Fig. 1: M1 wires
Scale bar: 10 microns. Supply wires on this layer in grey.
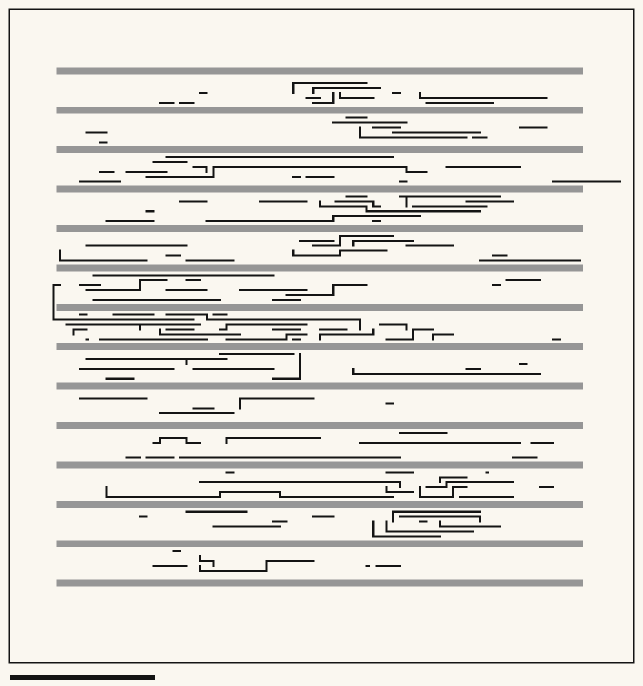
Fig. 2: met2 routing
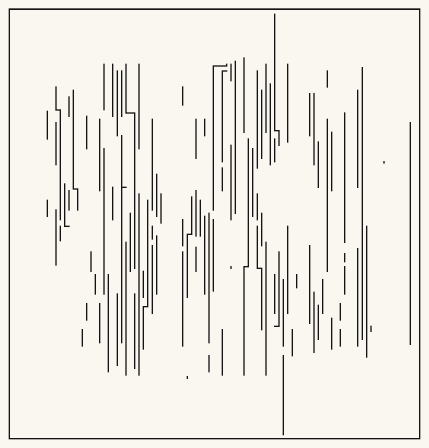
Fig. 3: M3 wires
Scale bar: 10 microns.
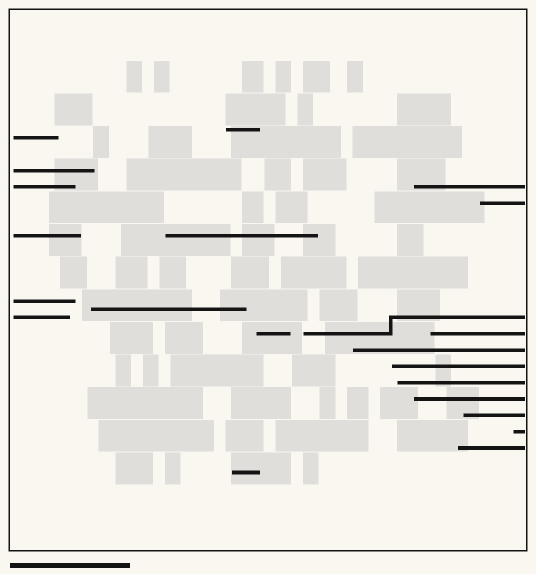
Fig. 4: clock wiring as the flow saved it
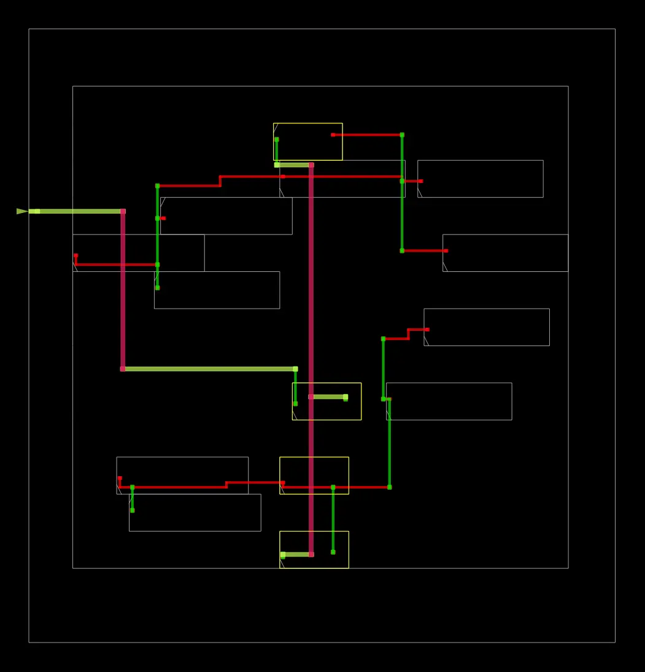
Fig. 5: gate families picked out
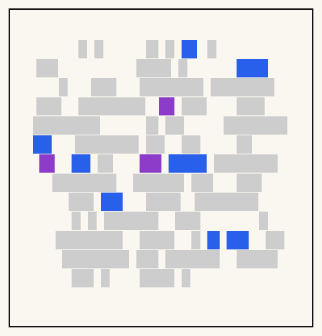
<file path="src/rtl/or4_unit.sv">
`default_nettype none
// ============================================================================
//  Module      : or4_unit
//  Description : Registered 4-input bitwise OR with a valid flag, a
//                reduction "any bit set" flag and a saturating count of
//                enabled samples that produced a non-zero result.
//
//  Parameters
//    WIDTH     : bit width of each operand and of o_f
//    CNT_W     : width of the non-zero result counter o_hit_cnt
//
//  Ports
//    i_clk     : rising-edge clock
//    i_rst_n   : asynchronous active-low reset
//    i_en      : sample enable; operands captured when high
//    i_clr     : synchronous clear of o_hit_cnt (wins over an increment)
//    i_a..i_d  : WIDTH-bit operands
//    o_f       : registered i_a | i_b | i_c | i_d
//    o_valid   : high for the cycle after an enabled sample
//    o_any     : reduction OR of the o_f register (no extra stage)
//    o_hit_cnt : saturating count of enabled non-zero results
//
//  Revision    : 1.0  initial release
// ============================================================================
module or4_unit #(
    parameter int WIDTH = 1,
    parameter int CNT_W = 8
) (
    input  logic             i_clk,
    input  logic             i_rst_n,
    input  logic             i_en,
    input  logic             i_clr,
    input  logic [WIDTH-1:0] i_a,
    input  logic [WIDTH-1:0] i_b,
    input  logic [WIDTH-1:0] i_c,
    input  logic [WIDTH-1:0] i_d,
    output logic [WIDTH-1:0] o_f,
    output logic             o_valid,
    output logic             o_any,
    output logic [CNT_W-1:0] o_hit_cnt
);

    localparam logic [CNT_W-1:0] c_CNT_MAX = {CNT_W{1'b1}};
    localparam logic [CNT_W-1:0] c_CNT_ONE = CNT_W'(1);

    logic [WIDTH-1:0] w_or;
    logic             w_hit;
    logic             w_cnt_sat;

    logic [WIDTH-1:0] r_f;
    logic             r_valid;
    logic [CNT_W-1:0] r_hit_cnt;

    // Per-bit 4-input OR of the incoming operands.
    genvar k;
    generate
        for (k = 0; k < WIDTH; k++) begin : g_bit
            assign w_or[k] = i_a[k] | i_b[k] | i_c[k] | i_d[k];
        end
    endgenerate

    // A hit is judged on the value about to be captured, so the counter
    // and o_f stay consistent on the same edge.
    assign w_hit     = i_en & (|w_or);
    assign w_cnt_sat = (r_hit_cnt == c_CNT_MAX);

    // Result and valid registers; o_f holds when not enabled.
    always_ff @(posedge i_clk or negedge i_rst_n) begin
        if (!i_rst_n) begin
            r_f     <= '0;
            r_valid <= 1'b0;
        end else begin
            r_valid <= i_en;
            if (i_en) begin
                r_f <= w_or;
            end
        end
    end

    // Hit counter: clear has priority, then saturating increment.
    always_ff @(posedge i_clk or negedge i_rst_n) begin
        if (!i_rst_n) begin
            r_hit_cnt <= '0;
        end else if (i_clr) begin
            r_hit_cnt <= '0;
        end else if (w_hit && !w_cnt_sat) begin
            r_hit_cnt <= r_hit_cnt + c_CNT_ONE;
        end
    end

    assign o_f       = r_f;
    assign o_valid   = r_valid;
    assign o_any     = |r_f;
    assign o_hit_cnt = r_hit_cnt;

endmodule
`default_nettype wire

</file>
<file path="config.mk">
export PLATFORM = sky130hd
export DESIGN_NAME = or4_unit
export DESIGN_NICKNAME = d
export VERILOG_FILES = /design/src/rtl/or4_unit.sv
export SDC_FILE = /design/constraint.sdc
export NUM_CORES = 1
export LEC_CHECK = 0
export ABC_AREA = 0
export CAP_MARGIN = 15
export CELL_PAD_IN_SITES_DETAIL_PLACEMENT = 1
export CELL_PAD_IN_SITES_GLOBAL_PLACEMENT = 1
export CORE_AREA = 3 3 40 42
export CTS_BUF_LIST = sky130_fd_sc_hd__clkbuf_8
export DETAILED_ROUTE_END_ITERATION = 10
export DIE_AREA = 0 0 43 45
export DONT_BUFFER_PORTS = 1
export GPL_ROUTABILITY_DRIVEN = 0
export GPL_TIMING_DRIVEN = 0
export PLACE_DENSITY_LB_ADDON = 0.08
export SLEW_MARGIN = 20
export SYNTH_ARGS = -nofsm -noshare
export SYNTH_HDL_FRONTEND = slang
export SYNTH_SLANG_ARGS = --single-unit
</file>
<file path="constraint.sdc">
create_clock -name i_clk -period 1.4 [get_ports i_clk]
set_input_delay 0.14 -clock i_clk [delete_from_list [all_inputs] [get_ports i_clk]]
set_output_delay 0.14 -clock i_clk [all_outputs]
set_load 0.02 [all_outputs]
</file>
==> out/results.ini <==
[placed_design]
dp_cells = 65
place_area_sq_um = 564
dp_hpwl_mm = 1.01
numPortBuffers = 0

[critical_path]
crit_arrival_ns = 1.68
r2r_start = o_hit_cnt[0]
critPathSlowestCell = dfrtp_2
critPathMaxFanout = 6
critical_path.max_stage_delay_ns = 0.48
crit_end = o_hit_cnt[6]
rr_worst_depth = 6
cp_num_cells = 6
rr_endpoint = o_hit_cnt[6]

[logic_synthesis]
synth-simple-area-share_pct = 20.7
yosysTopAreaCell = dfrtp_1
synth_area_per_cell_sq_um = 10.9
synth-compound-area-share_pct = 16.1
ys_warn_count = 0
top_logic_kind = simple AND/OR/NAND/NOR gates
ys_sh_adder_pct = 2.30
netlist_instances = 50
synth_cell_type_count = 25
yosysTopAreaCellShare_pct = 46.1
syn_area_sq_um = 543
top_cells_by_count = dfrtp_1, nor2_1, xor2_1

[die]
chipArea_sq_um = 1940
core-area_sq_um = 1280
initCoreUtil_pct = 42.3
pin_count = 19

[layout]
drive_gt1_share_pct = 37.7
bufAreaShareNonClock_pct = 12.5
final_common_cell = nor2_1
finalInstanceArea_sq_um = 729
logic_gates = 36
num_antenna_cells = 0
layout.nets = 71
nonClockBufferCount = 9

[run_status]
outcome = finished with violations
violations = negative setup slack

[final_timing]
timing.fmax_ghz = 0.655
setup_slack_ns = -0.127
slew_violations = 0
setup_viol = 6

[power]
p_int_mw = 0.574
leakage_nw = 0.324
p_comb_share_pct = 7.4
irDropWorstVdd_uv = 567
power-top-group = clock
switching_power_mw = 0.177
power_mw = 0.751

[route]
route.detailed.drc = 0
met3_length_microns = 155
dr.first_iter.drc_count = 12

[clocking]
htreeDepth = 1
clockRootBuffer = clkbuf_8
cts_setup_buffers = 2

[global_route]
global_route.peak_usage_layer = met2
groute.usage.overall_pct = 18.4
grt_pass1_wl_mm = 2.47

[worst_hold_path]
hold_class = in2reg
whs_path_depth = 1

## Picture notes: Fig. 1
share of all routed wire	38%
nets with wire on the layer	62
main direction	horizontal
met1 Use GR: 18.4%
DRT Wirelength: 1.54 mm
via count: 467

## Picture notes: Fig. 2
share of all routed wire	49%
wire length on this layer	760 microns
grt met2 use: 30.8%

## Picture notes: Fig. 3
nets with wire on the layer	19
longest straight run	14.0 microns
share of all routed wire	10%

## Picture notes: Fig. 4
# clk buffers: 4
P_clk: 0.366 mW
CTS buffer count: 3
Clock Skew: 0.00141 ns

## Picture notes: Fig. 5
colour	family	cells
blue	inverting AOI/OAI gates	8
purple	AND and OR gates	3

Power and IR drop assume default switching activity.
